run_1/port_nets.png
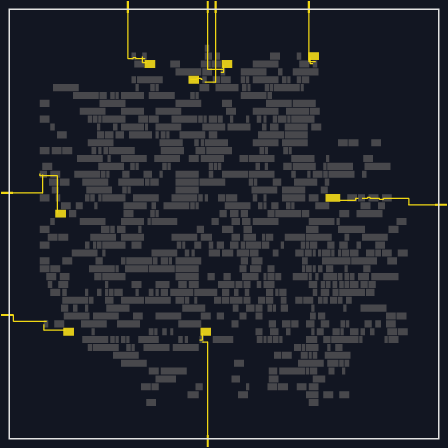
run_1/cell_classes.png
Fill, decap, tap and diode cells in gray.
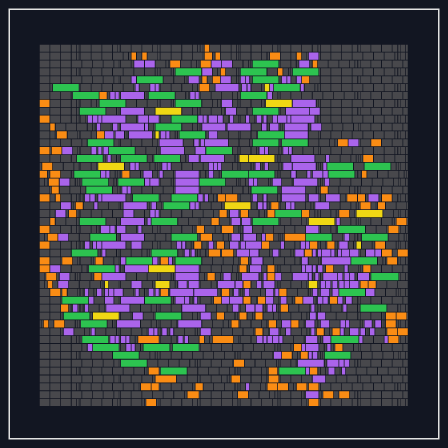
run_1/met2.png
Cells faint in the background.
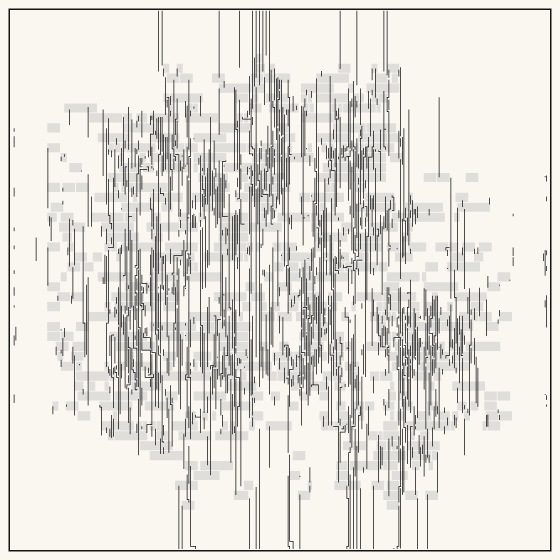
run_1/met3.png
Scale bar: 50 µm.
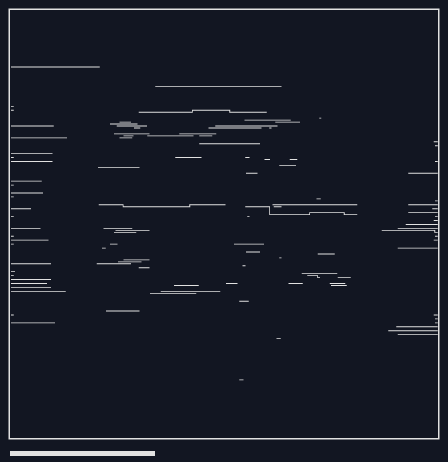
$ cat src/rtl/regfile_bt_pkg.sv
// regfile_bt_pkg: sequencer state type and register-index helpers shared by the register file
package regfile_bt_pkg;

    typedef enum logic [1:0] {IDLE, STORE, LOAD, DONE} bt_state_t;

    localparam int MAX_DEPTH = 32;

    function automatic int pc_idx(input int addr_w);
        return (1 << addr_w) - 1;
    endfunction

    function automatic logic [4:0] lowest_set(input logic [MAX_DEPTH-1:0] mask);
        logic [4:0] r;
        r = '0;
        for (int i = MAX_DEPTH - 1; i >= 0; i--)
            if (mask[i]) r = 5'(i);
        return r;
    endfunction

endpackage

$ cat src/rtl/regfile_bt_seq.sv
// regfile_bt_seq: block-transfer sequencer walking a register mask in ascending order
module regfile_bt_seq
    import regfile_bt_pkg::*;
#(
    parameter int ADDR_W = 3
) (
    input  logic                  CLK,
    input  logic                  rst,
    input  logic                  bt_start,
    input  logic                  bt_load,
    input  logic [2**ADDR_W-1:0]  bt_mask,
    input  logic                  bt_out_ready,
    input  logic                  bt_in_valid,
    output logic                  bt_busy,
    output logic                  bt_done,
    output logic                  bt_out_valid,
    output logic                  bt_in_ready,
    output logic [ADDR_W-1:0]     idx,
    output logic                  wr_beat
);

    localparam int DEPTH = 2**ADDR_W;

    bt_state_t        state, state_n;
    logic [DEPTH-1:0] m, m_n, m_clr;
    logic             beat;

    assign idx          = ADDR_W'(lowest_set(MAX_DEPTH'(m)));
    assign bt_busy      = state != IDLE;
    assign bt_done      = state == DONE;
    assign bt_out_valid = state == STORE;
    assign bt_in_ready  = state == LOAD;
    assign wr_beat      = bt_in_ready && bt_in_valid;

    // next state and pending mask; each accepted beat retires the lowest pending register
    always_comb begin
        state_n = state;
        m_n     = m;
        beat    = (bt_out_valid && bt_out_ready) || wr_beat;
        m_clr   = m & ~(DEPTH'(1) << idx);
        case (state)
            IDLE: if (bt_start) begin
                m_n     = bt_mask;
                state_n = (bt_mask == '0) ? DONE : (bt_load ? LOAD : STORE);
            end
            STORE, LOAD: if (beat) begin
                m_n     = m_clr;
                state_n = (m_clr == '0) ? DONE : state;
            end
            default: state_n = IDLE;
        endcase
    end

    // state and mask registers; reset aborts any transfer in flight
    always_ff @(posedge CLK or posedge rst) begin
        if (rst) begin
            state <= IDLE;
            m     <= '0;
        end else begin
            state <= state_n;
            m     <= m_n;
        end
    end

endmodule

$ cat src/rtl/regfile_bt.sv
// regfile_bt: register file with PC shadow, optional write bypass and block-transfer port
module regfile_bt
    import regfile_bt_pkg::*;
#(
    parameter int WIDTH  = 8,
    parameter int ADDR_W = 3,
    parameter bit BYPASS = 1
) (
    input  logic                 CLK,
    input  logic                 rst,
    input  logic                 RegWrite,
    input  logic [ADDR_W-1:0]    A1,
    input  logic [ADDR_W-1:0]    A2,
    input  logic [ADDR_W-1:0]    A3,
    input  logic [WIDTH-1:0]     WD3,
    input  logic [WIDTH-1:0]     PC,
    output logic [WIDTH-1:0]     RD1,
    output logic [WIDTH-1:0]     RD2,
    input  logic                 bt_start,
    input  logic                 bt_load,
    input  logic [2**ADDR_W-1:0] bt_mask,
    output logic                 bt_busy,
    output logic                 bt_done,
    output logic                 bt_out_valid,
    input  logic                 bt_out_ready,
    output logic [ADDR_W-1:0]    bt_out_idx,
    output logic [WIDTH-1:0]     bt_out_data,
    input  logic                 bt_in_valid,
    output logic                 bt_in_ready,
    input  logic [WIDTH-1:0]     bt_in_data,
    output logic [ADDR_W-1:0]    bt_in_idx
);

    localparam int                DEPTH  = 2**ADDR_W;
    localparam logic [ADDR_W-1:0] PC_IDX = ADDR_W'(pc_idx(ADDR_W));

    logic [WIDTH-1:0]  regs [DEPTH];
    logic [ADDR_W-1:0] idx, wa;
    logic [WIDTH-1:0]  wd;
    logic              wr_beat, we;

    regfile_bt_seq #(.ADDR_W(ADDR_W)) u_seq (
        .CLK          (CLK),
        .rst          (rst),
        .bt_start     (bt_start),
        .bt_load      (bt_load),
        .bt_mask      (bt_mask),
        .bt_out_ready (bt_out_ready),
        .bt_in_valid  (bt_in_valid),
        .bt_busy      (bt_busy),
        .bt_done      (bt_done),
        .bt_out_valid (bt_out_valid),
        .bt_in_ready  (bt_in_ready),
        .idx          (idx),
        .wr_beat      (wr_beat)
    );

    // the sequencer owns the write port while busy; the PC shadow slot is never written
    assign wa = wr_beat ? idx : A3;
    assign wd = wr_beat ? bt_in_data : WD3;
    assign we = (wr_beat || (RegWrite && !bt_busy)) && (wa != PC_IDX);

    assign RD1         = (BYPASS && we && (A1 == wa)) ? wd : regs[A1];
    assign RD2         = (BYPASS && we && (A2 == wa)) ? wd : regs[A2];
    assign bt_out_idx  = idx;
    assign bt_in_idx   = idx;
    assign bt_out_data = regs[idx];

    // storage: top slot samples PC every cycle, the rest take the single committed write
    always_ff @(posedge CLK or posedge rst) begin
        if (rst) begin
            for (int i = 0; i < DEPTH; i++) regs[i] <= '0;
        end else begin
            for (int i = 0; i < DEPTH; i++)
                regs[i] <= (i == int'(PC_IDX)) ? PC : ((we && wa == ADDR_W'(i)) ? wd : regs[i]);
        end
    end

endmodule

$ cat config.mk
export PLATFORM = sky130hd
export DESIGN_NAME = regfile_bt
export DESIGN_NICKNAME = d
export VERILOG_FILES = /design/src/rtl/regfile_bt_pkg.sv /design/src/rtl/regfile_bt_seq.sv /design/src/rtl/regfile_bt.sv
export SDC_FILE = /design/constraint.sdc
export NUM_CORES = 1
export LEC_CHECK = 0
export CAP_MARGIN = 20
export CORE_MARGIN = 10
export CORE_UTILIZATION = 30
export CTS_CLUSTER_DIAMETER = 30
export DETAILED_ROUTE_END_ITERATION = 16
export PLACE_DENSITY_LB_ADDON = 0.15
export SETUP_SLACK_MARGIN = 0.3
export SYNTH_ARGS = -nofsm -noshare
export SYNTH_HDL_FRONTEND = slang
export SYNTH_SLANG_ARGS = --single-unit
export TNS_END_PERCENT = 10
$ cat constraint.sdc
create_clock -name CLK -period 3.6 [get_ports CLK]
set_input_delay 0.72 -clock CLK [delete_from_list [all_inputs] [get_ports CLK]]
set_output_delay 0.72 -clock CLK [all_outputs]
set_load 0.02 [all_outputs]
==> run summary, run 1 <==
Status - finished clean
Top cells by count - dfrtp_1 (74), nand2_1 (55), o21ai_0 (52)
Lkg Pwr - 0.002864 µW
Num CTS Buffers - 9
Final-report hold violation count - 0
CP Depth - 10
Final worst slack - 0.2871 ns
Met3 Usage GRT - 3.663%
Cell count after synthesis - 463
Layout net count - 638
Stage-log warning count - 31
Ports - 82
Core area - 15940 µm²
CP required - 2.88 ns
Buf+Inv Stages, Crit Path - 3
Clk latency late pin - 0.34 ns
Die Size - 21860 µm²
Grt ovf - 0
Pwr Total - 6343 µW
Top Layer Used - met4
Endpoints failing setup - 0
Mapped Nets - 515
First-pass GRT wire length - 26690 µm
Routability cong. - 0.9102
Detailed Route WL - 17160 µm
Post-synthesis sequential area ratio - 37.76%
Synth Cell Area - 4905 µm²
Post-synth top flop - dfrtp_1
Nature of the critical path endpoint - output pin
About port_nets.png:
legend:
  yellow:
    port: RD1
    direction: output
    end_cells: 8
    buffers: 8
    wire: 247 µm

About cell_classes.png:
legend:
  orange:
    class: other buffers and delay cells
    cells: 150
  yellow:
    class: clock drivers and dummy loads
    cells: 16
  green:
    class: flip-flops
    cells: 74
  purple:
    class: all other logic
    cells: 351

About met2.png:
wire length on this layer: 8240 µm
longest straight run: 56.4 µm
share of all routed wire: 48%

About met3.png:
main direction: horizontal
share of all routed wire: 5.7%
wire length on this layer: 970 µm
longest straight run: 43.2 µm
nets with wire on the layer: 87

## run 1: state kept, by name, indices dropped and copies added (netlist names)
signal,count
u_seq.m,8
u_seq.state,2
regs,64
## run 1: metrics by stage
step | util, % | TNS, ns | std cells
3_5_place_dp | 39.59 | -6.838 | 787
3_3_place_gp | 39.59 | -6.624 | 787
4_1_cts | 41.33 | 0 | 804
2_1_floorplan | - | 0 | 463
6_report | 41.57 | 0 | 807
5_1_grt | 41.57 | 0 | 807
## run 1: layout make-up
class	count	area, µm²
fill	1547	9315
multi-input combinational	338	2882
sequential	74	1856
timing repair buffer	150	1296
tap	216	270.3
clock buffer	12	246.5
inverter	13	50.05
clock inverter	4	27.53
## run 1: report_power, final
| part | switching (µW) | leakage [µW] | internal (µW) | total, µW |
|---|---|---|---|---|
| Sequential | 368 | 0.000904 | 1190 | 1560 |
| Clock | 352 | 0.000137 | 486 | 838 |
| Combinational | 2100 | 0.00182 | 1850 | 3940 |
## run 1: cells by family after synthesis
group,count (synthesis),share of synthesized area (%)
AND-OR/OR-AND,133,17.17
adder cells (fa/ha/maj),4,1.020
XOR/XNOR,4,0.7144
multiplexers,84,27.45
flip-flops,74,37.76
AND/OR/NAND/NOR,113,10.46
buffers and inverters,51,5.434
## run 1: layout by cell type (no fill, tap or decap), types with 3 or more instances in the layout
cell type	n
clkdlybuf4s50_1	54
or2_2	3
nand4b_1	3
a22o_1	5
ha_1	3
dfrtp_1	71
mux2i_1	37
a221oi_1	17
inv_1	10
mux4_2	40
nand2b_1	3
nor2_1	28
nor3_1	7
nand2_1	55
buf_2	17
buf_4	66
o21ai_1	7
clkbuf_16	9
o211ai_1	3
a21oi_1	28
mux2_2	4
buf_12	4
o21ai_0	49
nor4_1	3
buf_6	5
dfrtp_2	3
clkinv_2	3
run_1/final_placement.png
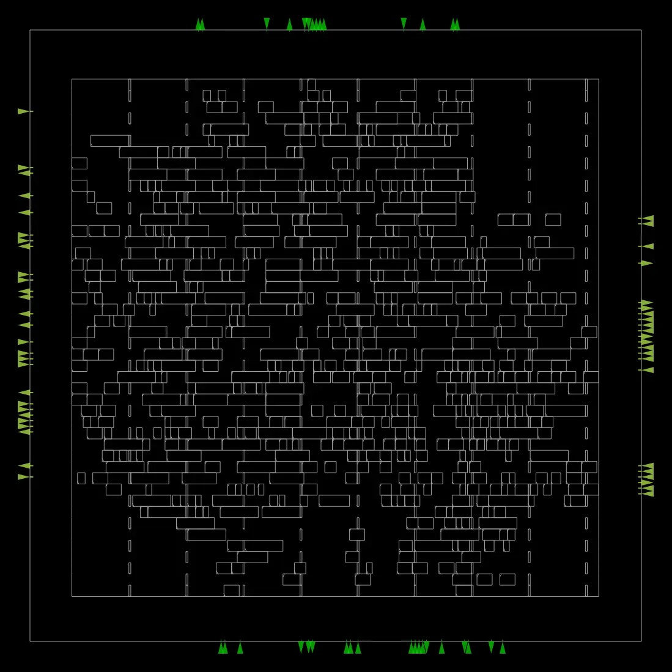

==> run 2, diff against run 1 <==
--- a/config.mk
+++ b/config.mk
@@ -8,6 +8,7 @@
 export CAP_MARGIN = 20
 export CORE_MARGIN = 10
 export CORE_UTILIZATION = 30
+export CTS_BUF_LIST = sky130_fd_sc_hd__clkbuf_4
 export CTS_CLUSTER_DIAMETER = 30
 export DETAILED_ROUTE_END_ITERATION = 16
 export PLACE_DENSITY_LB_ADDON = 0.15
run_2/final_placement.png
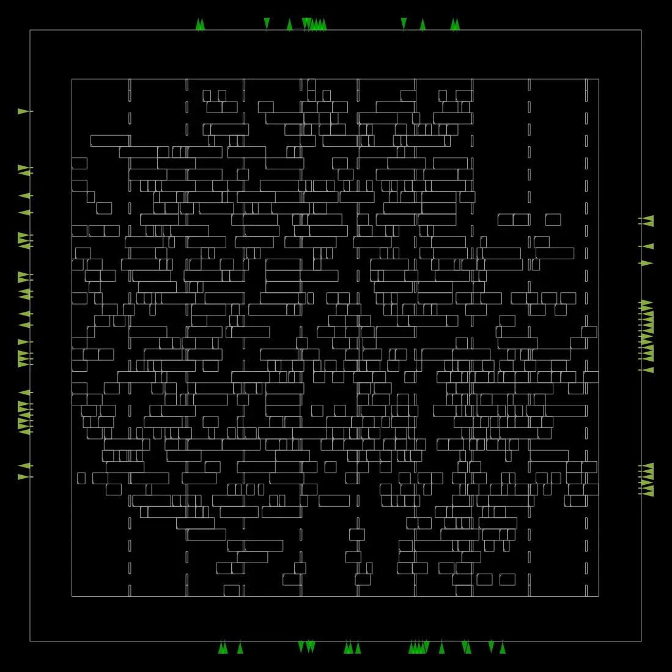
core area: 15940 µm²
Fillers: 1560
Layout Utilization: 40.49%
# Taps: 216

run_2/met3.png
Scale bar: 50 µm.
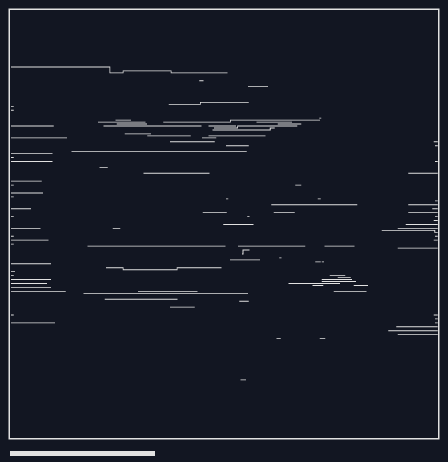
main direction: horizontal
wire length on this layer: 1200 µm

==> run summary, run 2 <==
Max-cap violation count - 0
Layout net count - 638
Dpl cells - 787
Seq power - 1550 µW
Most frequent logic cell in the layout - dfrtp_1
Top Registers - regs (64), u_seq.m (8), u_seq.state (2)
Endpoints failing setup - 0
Num CTS Buffers - 9
Cell count after synthesis - 463
Final worst slack - 0.1619 ns
Internal power - 3170 µW
Post-synth top flop - dfrtp_1
Top Layer Used - met4
CP required - 2.88 ns
Synth Cell Area - 4905 µm²
Most flops, register - regs
Sw frac - 46.34%
Stage-log warning count - 31
Buf+Inv Stages, Crit Path - 2
Top cells by count - dfrtp_1 (74), nand2_1 (55), o21ai_0 (52)
Detailed Route WL - 16990 µm
Pwr top - combinational logic
Combinational cell power - 3890 µW
First-pass GRT wire length - 26610 µm
Die Size - 21860 µm²
Clock network power - 465 µW
CP Depth - 8
Ys Warns - 0
Combinational Power Share - 65.8%
Seq pwr share - 26.3%
Routability cong. - 0.9102
Mapped Nets - 515
Final Cycle Share - 95.50%
Max reg flops - 64
Clk latency late pin - 0.46 ns
Status - finished clean
Syn avg cell area - 10.59 µm²
Net Switching - 2737 µW
Grt ovf - 0
Non-Filler Instances - 807
Clock power frac - 7.9%
R2R Setup Slk - 1.03 ns
Top cells excl fill/tap - dfrtp_1 (71), buf_4 (66), nand2_1 (55), clkdlybuf4s50_1 (55), o21ai_0 (52)
Max Transition Viols Final - 0
Final-report hold violation count - 0
Ports - 82
Nature of the critical path endpoint - output pin
CTS root buffer - clkbuf_4
-- run 2: cell counts after synthesis --
Identical to the previous run, type by type.
-- run 2: final cells by class --
| class | instances | area [µm²] | area share, % |
|---|---|---|---|
| timing repair buffer | 150 | 1290 | 19.98 |
| clock buffer | 11 | 82.58 | 1.279 |
| multi-input combinational | 338 | 2875 | 44.54 |
| tap | 216 | 270.3 | 4.187 |
| sequential | 74 | 1856 | 28.75 |
| clock inverter | 5 | 31.28 | 0.4846 |
| inverter | 13 | 50.05 | 0.7753 |
-- run 2: metrics by stage --
step	util, %	hold WS (ns)	power, µW	setup TNS [ns]
2_1_floorplan	-	0.4773	3896	0
3_3_place_gp	39.59	0.5006	5512	-6.624
3_5_place_dp	39.59	0.5123	5545	-6.838
4_1_cts	40.28	0.5402	5928	0
5_1_grt	40.49	0.5613	6382	0
6_report	40.49	0.5360	5907	0
-- run 2: tightest hold or removal path, cell delays in order (launching register included) --
cell	delay (ns)
dfrtp_1	0.39
nand2_1	0.05
o21ai_0	0.06
-- run 2: kinds of logic after synthesis --
| family | count (synthesis) | share of synthesized area (%) |
|---|---|---|
| muxes | 84 | 27.45 |
| buffers and inverters | 51 | 5.434 |
| AOI/OAI and AO/OA | 133 | 17.17 |
| adders and majority gates | 4 | 1.020 |
| xor gates and xnor gates | 4 | 0.7144 |
| DFF | 74 | 37.76 |
| and+or+nand+nor | 113 | 10.46 |
-- run 2: what timing repair did --
| action | CTS | global route |
|---|---|---|
| setup endpoints to repair | 28 | 28 |
| resized | 127 | 5 |
| buffers inserted | 2 | 2 |
| pin swaps | 5 | 2 |
| gates cloned | 0 | 0 |
-- run 2: layer usage --
layer / GRT usage, % / up-vias
met3: 3.938 / 21
met2: 25.45 / 152
met4: 5.550 / 0
li1: - / 1999
met5: 0 / -
met1: 20.10 / 2152
run_2/met2.png
Cells faint in the background.
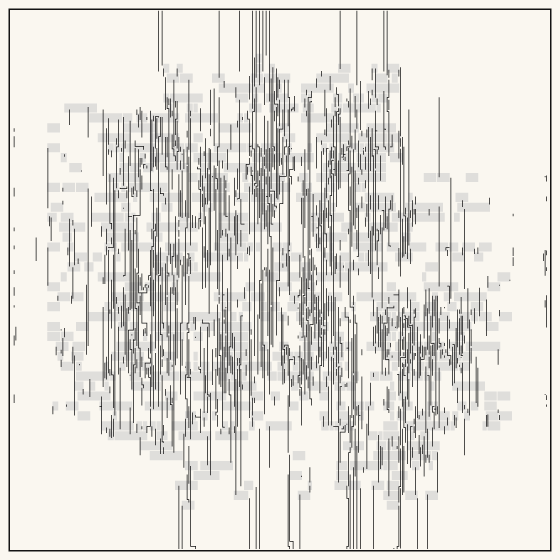

==> run 3, diff against run 2 <==
==> constraint.sdc (replaced) <==
create_clock -name CLK -period 3.3 [get_ports CLK]
set_input_delay 0.66 -clock CLK [delete_from_list [all_inputs] [get_ports CLK]]
set_output_delay 0.66 -clock CLK [all_outputs]
set_load 0.02 [all_outputs]
run_3/met2.png
Cells faint in the background.
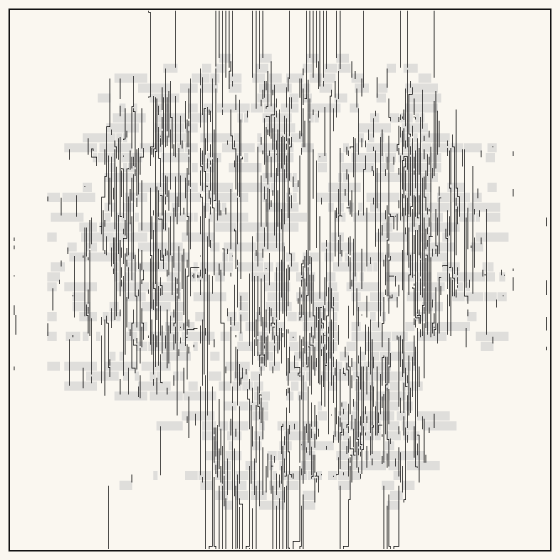
longest straight run: 71.7 µm
wire length on this layer: 8800 µm
share of all routed wire: 51%
main direction: vertical

==> run summary, run 3 <==
Status - finished, violations left
Failing checks - setup timing
Grt ovf - 0
Max-cap violation count - 0
Synth Cell Area - 4905 µm²
CP required - 2.64 ns
Setup Total Neg Slack - -0.7776 ns
Met3 Usage GRT - 3.755%
Buf+Inv Stages, Crit Path - 2
Pwr top - combinational logic
Post-synthesis sequential area ratio - 37.76%
R2R Setup Slk - 0.61 ns
WHS - 0.5387 ns
CTS root buffer - clkbuf_4
Internal power - 4078 µW
Gr busiest metal - met2
Core area - 15940 µm²
Max reg flops - 64
Ports - 82
Final-report hold violation count - 0
Num CTS Buffers - 9
Final worst slack - -0.06642 ns
Combinational Power Share - 69.1%
Routability cong. - 0.8686
Top Registers - regs (64), u_seq.m (8), u_seq.state (2)
Combinational cell power - 5060 µW
Dpl cells - 813
Most frequent logic cell in the layout - buf_4
Layout net count - 671
# Taps - 216
Clock network power - 575 µW
Stage-log warning count - 32
Bufs w/o clock - 183
Clk latency late pin - 0.46 ns
Endpoints failing setup - 17
# clk buffers - 10
Routing usage on met2 - 26.98%
First-pass GRT wire length - 26720 µm
run_3/cell_classes.png
Fill, decap, tap and diode cells in gray.
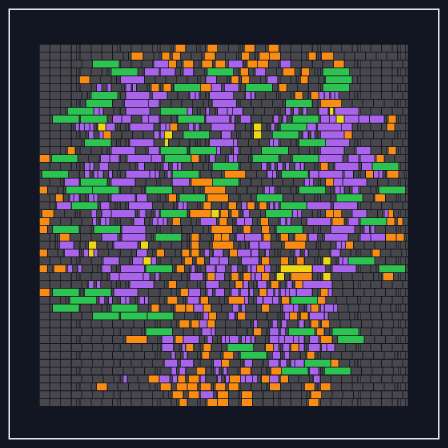
legend:
  orange:
    class: other buffers and delay cells
    cells: 183
  yellow:
    class: clock drivers and dummy loads
    cells: 16
  green:
    class: flip-flops
    cells: 74
  purple:
    class: all other logic
    cells: 351

-- run 3: cell counts after synthesis --
No cell type changed its count.
-- run 3: layer usage --
layer	routed length [µm]	up-vias
li1	-	2062
met1	7353	2201
met2	8796	122
met3	786	16
met4	222	0
met5	0	-
-- run 3: kinds of logic (layout without fill, tap and decap cells) --
family / after synthesis / in the layout / synth area share (%)
AND/OR/NAND/NOR: 113 / 113 / 10.46
flip-flops: 74 / 74 / 37.76
buffers and inverters: 51 / 212 / 5.434
multiplexers: 84 / 84 / 27.45
adder cells (fa/ha/maj): 4 / 4 / 1.020
XOR/XNOR: 4 / 4 / 0.7144
AND-OR/OR-AND: 133 / 133 / 17.17
-- run 3: what timing repair did --
| action | CTS | global route |
|---|---|---|
| setup endpoints to repair | 30 | 26 |
| buffers inserted | 9 | 2 |
| pin swaps | 11 | 5 |
| gates resized | 172 | 18 |
-- run 3: worst paths after layout --
path / start / depth (start not counted) / end
max in group asynchronous: rst / 3 / regs[53]$_DFFE_PP0P_
worst max-delay path: u_seq.m[1]$_DFFE_PP0P_ / 8 / RD1[1]
min in group asynchronous: rst / 2 / u_seq.m[0]$_DFFE_PP0P_
worst max register to register: u_seq.m[1]$_DFFE_PP0P_ / 12 / regs[15]$_DFFE_PP0P_
worst min register to register: regs[60]$_DFFE_PP0P_ / 2 / regs[60]$_DFFE_PP0P_
worst min-delay path: regs[60]$_DFFE_PP0P_ / 2 / regs[60]$_DFFE_PP0P_
-- run 3: worst reg2reg max path: stages, from the launching register on --
cell      delay (ns)
dfrtp_1         0.41
or4_4           0.56
a21o_4          0.22
buf_4           0.14
buf_12          0.14
clkinv_8        0.07
buf_12          0.12
buf_4           0.11
a21boi_2        0.08
nor3_4          0.40
buf_12          0.19
nor2_1          0.05
a21oi_1         0.13
Power is estimated from default activity; no workload was simulated.
